**config.mk**
```make
export PLATFORM = sky130hd
export DESIGN_NAME = matmul_sequencer
export DESIGN_NICKNAME = d
export VERILOG_FILES = /design/src/rtl/matmul_pkg.sv /design/src/rtl/matmul_idx_counter.sv /design/src/rtl/matmul_sequencer.sv
export SDC_FILE = /design/constraint.sdc
export NUM_CORES = 1
export LEC_CHECK = 0
export CAP_MARGIN = 20
export CORE_UTILIZATION = 51
export CTS_BUF_LIST = sky130_fd_sc_hd__clkbuf_2
export DETAILED_ROUTE_END_ITERATION = 8
export PLACE_DENSITY_LB_ADDON = 0.15
export SYNTH_ARGS = -nofsm -noshare
export SYNTH_HDL_FRONTEND = slang
export SYNTH_HIERARCHICAL = 1
export SYNTH_SLANG_ARGS = --single-unit
export TNS_END_PERCENT = 1
```
**constraint.sdc**
```tcl
create_clock -name clk_i -period 2.4 [get_ports clk_i]
set_clock_uncertainty 0.15 [all_clocks]
set_input_delay 0.48 -clock clk_i [delete_from_list [all_inputs] [get_ports clk_i]]
set_output_delay 0.48 -clock clk_i [all_outputs]
set_load 0.005 [all_outputs]
```
**src/rtl/matmul_pkg.sv**
```systemverilog
// ---------------------------------------------------------------------------
// matmul_pkg
// Shared definitions for the matrix-multiply sequencer:
//   - state_e          : sequencer state encoding
//   - PIPE_LAT_MIN/MAX : legal range of the PE-array result latency
//   - DRAIN_W          : width of a counter that spans the largest drain
//   - calc_max_dim / calc_idx_w / calc_slot_w : derived size helpers
//   - dim_in_range     : bounds check of a "dimension minus 1" field
// ---------------------------------------------------------------------------
package matmul_pkg;

  typedef enum logic [2:0] {
    IDLE,
    CHECK,
    LOAD_C,
    COMPUTE,
    DRAIN,
    WRITE_C,
    DONE
  } state_e;

  localparam int PIPE_LAT_MIN = 1;
  localparam int PIPE_LAT_MAX = 7;
  localparam int DRAIN_W      = $clog2(PIPE_LAT_MAX + 1);

  // Number of elements that fit side by side on the bus.
  function automatic int calc_max_dim(input int bus_width, input int data_width);
    return bus_width / data_width;
  endfunction

  // Index width, never narrower than one bit.
  function automatic int calc_idx_w(input int max_dim);
    return (max_dim > 1) ? $clog2(max_dim) : 1;
  endfunction

  // Scratchpad slot-select width, never narrower than one bit.
  function automatic int calc_slot_w(input int n_targets);
    return (n_targets > 1) ? $clog2(n_targets) : 1;
  endfunction

  // A dimension field holds (size - 1); it is legal when below MAX_DIM.
  function automatic logic dim_in_range(input logic [1:0] dim_m1, input int max_dim);
    return int'(dim_m1) < max_dim;
  endfunction

endpackage

```
**src/rtl/matmul_idx_counter.sv**
```systemverilog
// ---------------------------------------------------------------------------
// matmul_idx_counter
// Loadable up-counter with enable and terminal-count flag. Load has priority
// over enable. tc_o is high while count_o equals last_i.
// Ports:
//   clk_i, rst_ni      clock, asynchronous active-low reset (count -> 0)
//   load_i, load_val_i synchronous load
//   en_i               increment by one
//   last_i             terminal value
//   count_o, tc_o      current count, count_o == last_i
// ---------------------------------------------------------------------------
module matmul_idx_counter #(
  parameter int W = 1
) (
  input  logic         clk_i,
  input  logic         rst_ni,
  input  logic         load_i,
  input  logic [W-1:0] load_val_i,
  input  logic         en_i,
  input  logic [W-1:0] last_i,
  output logic [W-1:0] count_o,
  output logic         tc_o
);

  // NOTE: sequential state is always written with non-blocking (<=) so every
  // flop samples the values from before the edge, independent of block order.
  always_ff @(posedge clk_i or negedge rst_ni) begin
    if (!rst_ni) begin
      count_o <= '0;
    end else if (load_i) begin
      count_o <= load_val_i;
    end else if (en_i) begin
      count_o <= count_o + W'(1);
    end
  end

  assign tc_o = (count_o == last_i);

endmodule

```
**src/rtl/matmul_sequencer.sv**
```systemverilog
// ---------------------------------------------------------------------------
// matmul_sequencer
// Steps a PE array through C = A*B (+ old C in bias mode): optional bias-row
// load from the scratchpad, K+1 operand beats, a PIPE_LAT drain, N+1 result
// row writes, then a one-cycle done/start-clear strobe.
//
// Ports:
//   clk_i, rst_ni            clock, asynchronous active-low reset
//   start_bit_i              level start from the control register
//   mode_bit_i               1 = accumulate onto old C (bias rows loaded first)
//   write_target_i           scratchpad slot holding C
//   N_i, K_i, M_i            dimensions minus one
//   sp_busy_i                bus owns the scratchpad; stalls row transfers
//   address_a_o/address_b_o  column of A / row of B for the current beat
//   address_c_o              {slot, row} of the scratchpad row transfer
//   pe_valid_o               operand vectors valid
//   pe_clear_o               clear accumulators (first cycle of a run)
//   bias_load_o, sp_write_o  bias-row load / result-row write strobes
//   busy_o, done_o, err_o    status; err_o is sticky until the next start
//   start_clear_o            clears the start bit in the control register
//
// Timing: every output is a flop. At each edge the current state's handler
// produces the outputs for the following cycle, so a row/beat issued by a
// state appears one cycle after the state is entered. CHECK issues the first
// operand beat (or first bias row) itself, so the dimension check costs only
// one cycle on the normal path.
// ---------------------------------------------------------------------------
module matmul_sequencer
  import matmul_pkg::*;
#(
  parameter  int DATA_WIDTH  = 32,
  parameter  int BUS_WIDTH   = 64,
  parameter  int PIPE_LAT    = 2,
  parameter  int SP_NTARGETS = 2,
  localparam int MAX_DIM     = calc_max_dim(BUS_WIDTH, DATA_WIDTH),
  localparam int IDX_W       = calc_idx_w(MAX_DIM),
  localparam int SLOT_W      = calc_slot_w(SP_NTARGETS)
) (
  input  logic                    clk_i,
  input  logic                    rst_ni,
  input  logic                    start_bit_i,
  input  logic                    mode_bit_i,
  input  logic [SLOT_W-1:0]       write_target_i,
  input  logic [1:0]              N_i,
  input  logic [1:0]              K_i,
  input  logic [1:0]              M_i,
  input  logic                    sp_busy_i,
  output logic [IDX_W-1:0]        address_a_o,
  output logic [IDX_W-1:0]        address_b_o,
  output logic [SLOT_W+IDX_W-1:0] address_c_o,
  output logic                    pe_valid_o,
  output logic                    pe_clear_o,
  output logic                    bias_load_o,
  output logic                    sp_write_o,
  output logic                    busy_o,
  output logic                    done_o,
  output logic                    err_o,
  output logic                    start_clear_o
);

  state_e              state_q;
  logic [IDX_W-1:0]    n_q;
  logic [IDX_W-1:0]    k_q;
  logic [SLOT_W-1:0]   slot_q;
  logic [DRAIN_W-1:0]  drain_q;

  logic                dims_ok;
  logic                row_load, row_en, row_tc;
  logic                k_load, k_en, k_tc;
  logic [IDX_W-1:0]    row_cnt, k_cnt;

  assign dims_ok = dim_in_range(N_i, MAX_DIM) && dim_in_range(K_i, MAX_DIM) &&
                   dim_in_range(M_i, MAX_DIM);

  // Counter control. Both counters are zeroed at start; CHECK advances the one
  // whose first beat it issues, unless that beat is also the last.
  // NOTE: every always_comb output gets a default first so no path can infer
  // a latch.
  always_comb begin
    row_load = 1'b0;
    row_en   = 1'b0;
    k_load   = 1'b0;
    k_en     = 1'b0;
    unique case (state_q)
      IDLE: begin
        row_load = start_bit_i;
        k_load   = start_bit_i;
      end
      CHECK: begin
        if (dims_ok) begin
          if (mode_bit_i) row_en = !sp_busy_i && (N_i != 2'd0);
          else            k_en   = (K_i != 2'd0);
        end
      end
      LOAD_C, WRITE_C: begin
        if (!sp_busy_i) begin
          row_load = row_tc;
          row_en   = !row_tc;
        end
      end
      COMPUTE: begin
        k_load = k_tc;
        k_en   = !k_tc;
      end
      default: ;
    endcase
  end

  matmul_idx_counter #(.W(IDX_W)) u_row_cnt (
    .clk_i      (clk_i),
    .rst_ni     (rst_ni),
    .load_i     (row_load),
    .load_val_i ('0),
    .en_i       (row_en),
    .last_i     (n_q),
    .count_o    (row_cnt),
    .tc_o       (row_tc)
  );

  matmul_idx_counter #(.W(IDX_W)) u_k_cnt (
    .clk_i      (clk_i),
    .rst_ni     (rst_ni),
    .load_i     (k_load),
    .load_val_i ('0),
    .en_i       (k_en),
    .last_i     (k_q),
    .count_o    (k_cnt),
    .tc_o       (k_tc)
  );

  always_ff @(posedge clk_i or negedge rst_ni) begin
    if (!rst_ni) begin
      state_q       <= IDLE;
      n_q           <= '0;
      k_q           <= '0;
      slot_q        <= '0;
      drain_q       <= '0;
      address_a_o   <= '0;
      address_b_o   <= '0;
      address_c_o   <= '0;
      pe_valid_o    <= 1'b0;
      pe_clear_o    <= 1'b0;
      bias_load_o   <= 1'b0;
      sp_write_o    <= 1'b0;
      busy_o        <= 1'b0;
      done_o        <= 1'b0;
      err_o         <= 1'b0;
      start_clear_o <= 1'b0;
    end else begin
      // Strobes are single-cycle pulses; only the issuing state raises them.
      pe_valid_o    <= 1'b0;
      pe_clear_o    <= 1'b0;
      bias_load_o   <= 1'b0;
      sp_write_o    <= 1'b0;
      done_o        <= 1'b0;
      start_clear_o <= 1'b0;
      busy_o        <= 1'b1;

      unique case (state_q)
        IDLE: begin
          busy_o <= start_bit_i;
          if (start_bit_i) begin
            pe_clear_o <= 1'b1;
            err_o      <= 1'b0;
            state_q    <= CHECK;
          end
        end

        CHECK: begin
          if (!dims_ok) begin
            err_o   <= 1'b1;
            state_q <= DONE;
          end else begin
            n_q    <= IDX_W'(N_i);
            k_q    <= IDX_W'(K_i);
            slot_q <= write_target_i;
            if (mode_bit_i) begin
              // First bias row goes out now unless the bus owns the scratchpad.
              address_c_o <= {write_target_i, {IDX_W{1'b0}}};
              if (sp_busy_i) begin
                state_q <= LOAD_C;
              end else begin
                bias_load_o <= 1'b1;
                state_q     <= (N_i == 2'd0) ? COMPUTE : LOAD_C;
              end
            end else begin
              pe_valid_o  <= 1'b1;
              address_a_o <= '0;
              address_b_o <= '0;
              state_q     <= (K_i == 2'd0) ? DRAIN : COMPUTE;
            end
          end
        end

        LOAD_C: begin
          // During a stall the pending row stays on the address.
          address_c_o <= {slot_q, row_cnt};
          if (!sp_busy_i) begin
            bias_load_o <= 1'b1;
            if (row_tc) state_q <= COMPUTE;
          end
        end

        COMPUTE: begin
          pe_valid_o  <= 1'b1;
          address_a_o <= k_cnt;
          address_b_o <= k_cnt;
          if (k_tc) state_q <= DRAIN;
        end

        DRAIN: begin
          if (drain_q == DRAIN_W'(PIPE_LAT - 1)) begin
            drain_q <= '0;
            state_q <= WRITE_C;
          end else begin
            drain_q <= drain_q + DRAIN_W'(1);
          end
        end

        WRITE_C: begin
          address_c_o <= {slot_q, row_cnt};
          if (!sp_busy_i) begin
            sp_write_o <= 1'b1;
            if (row_tc) state_q <= DONE;
          end
        end

        DONE: begin
          done_o        <= 1'b1;
          start_clear_o <= 1'b1;
          state_q       <= IDLE;
        end

        default: state_q <= IDLE;
      endcase
    end
  end

endmodule
```
==> COMMIT_EDITMSG <==
Log flow metrics for this revision

* Hold/Removal Path Class: in2async
- Final Hold Vio Count: 0
* Top power group: combinational logic
- Summing all multi-input logic gate instances after layout gives 502 sq um.
- The run finished with clean final reports.
* Number of synthesized flops with an enable pin: 0
- Final cycle utilization of the critical path: 81.3%
- The tool flagged a number of max-cap violations equal to 0.
- Clock tree synthesis inserted a total of 3 buffers.
- Cell type with the largest total area after synthesis: sky130_fd_sc_hd__dfrtp_1
- Crit. path cell count: 6
- Capturing element type of the critical path: flip-flop
* CTS Hold Buffers Added: 0
- Antenna cell count: 0
- The worst-case reg-to-reg setup slack stands at 0.45 ns.
* Yosys Chip Area: between 1000 and 1500 sq um
- After clock tree synthesis, the setup repair step added 0 buffers.
- Buffers & Inverters on Critical Path: 0
* Reg2Reg Launch Point: state_q[0]$_DFFE_PN0P_
- HPWL after detailed placement: 1570 microns
- The most used flip-flop cell after synthesis is sky130_fd_sc_hd__dfrtp_1.
- After synthesis, the netlist uses 37 different library cells.
- Multi-input combinational cell count: slightly below 80
- Registers are responsible for about two fifths of the overall power.
- In this run the power density over the cells is 1090 nW/um^2.
- The cell sitting at the root of the clock tree is a sky130_fd_sc_hd__clkbuf_2.
- The count of buffers added on input and output ports is 22.
- Between the synthesized netlist and the finished layout, the area growth was recorded as 28.0%.
- The DRC violation total left in the routed layout is recorded as 0.
* Worst setup path class: reg2reg
- Per STA, the worst path accumulates the most delay in the family simple AND/OR/NAND/NOR gates.
- Yosys reported that registers with async set or reset make up 100%.
* Pin count of the biggest net entering global routing: 22
metal layers:
layer | vias up | wire length (microns) | global-route usage (%)
met5 | - | 0 | 0
met1 | 421 | 877 | 27.0
met3 | 5 | 89 | 3.40
li1 | 439 | - | -
met2 | 21 | 1040 | 36.5
met4 | 0 | 34 | 10.0
metrics by stage:
stage / hold slack [ns] / power, mW / util [%] / instance area, sq um / setup slack [ns]
6_report: 0.325 / 1.50 / 69.8 / 1370 / 0.449
5_1_grt: 0.348 / 1.62 / 69.8 / 1370 / 0.341
4_1_cts: 0.317 / 1.51 / 69.8 / 1370 / 0.445
3_5_place_dp: 0.330 / 1.36 / 68.8 / 1350 / 0.169
3_3_place_gp: 0.315 / 1.33 / 68.8 / 1350 / 0.169
2_1_floorplan: 0.0344 / 1.09 / - / 1070 / 0.505
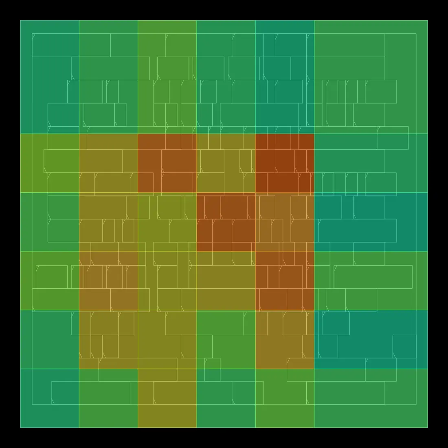
(congestion heat map)
met1 Use GR: 27.0%
per-cell routed wire length: 12.5 microns
utilization after layout: 69.8%
met3 global-route usage: 3.40%
most used routing layer: met2

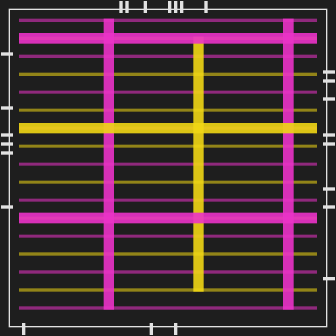
(power grid)
Pins as bars on the die edge.
net	color
VDD	yellow
VSS	magenta
signal pins	24
rows	16

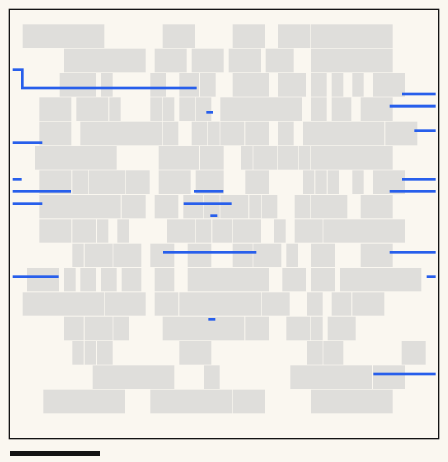
(the metal 3 layer)
Scale bar: 10 microns. Cells faint in the background.
nets with wire on the layer	17
longest straight run	19.3 microns
wire length on this layer	89.7 microns
drt total wl: 2040 microns
via total after detailed routing: 886

Power and IR drop assume default switching activity.
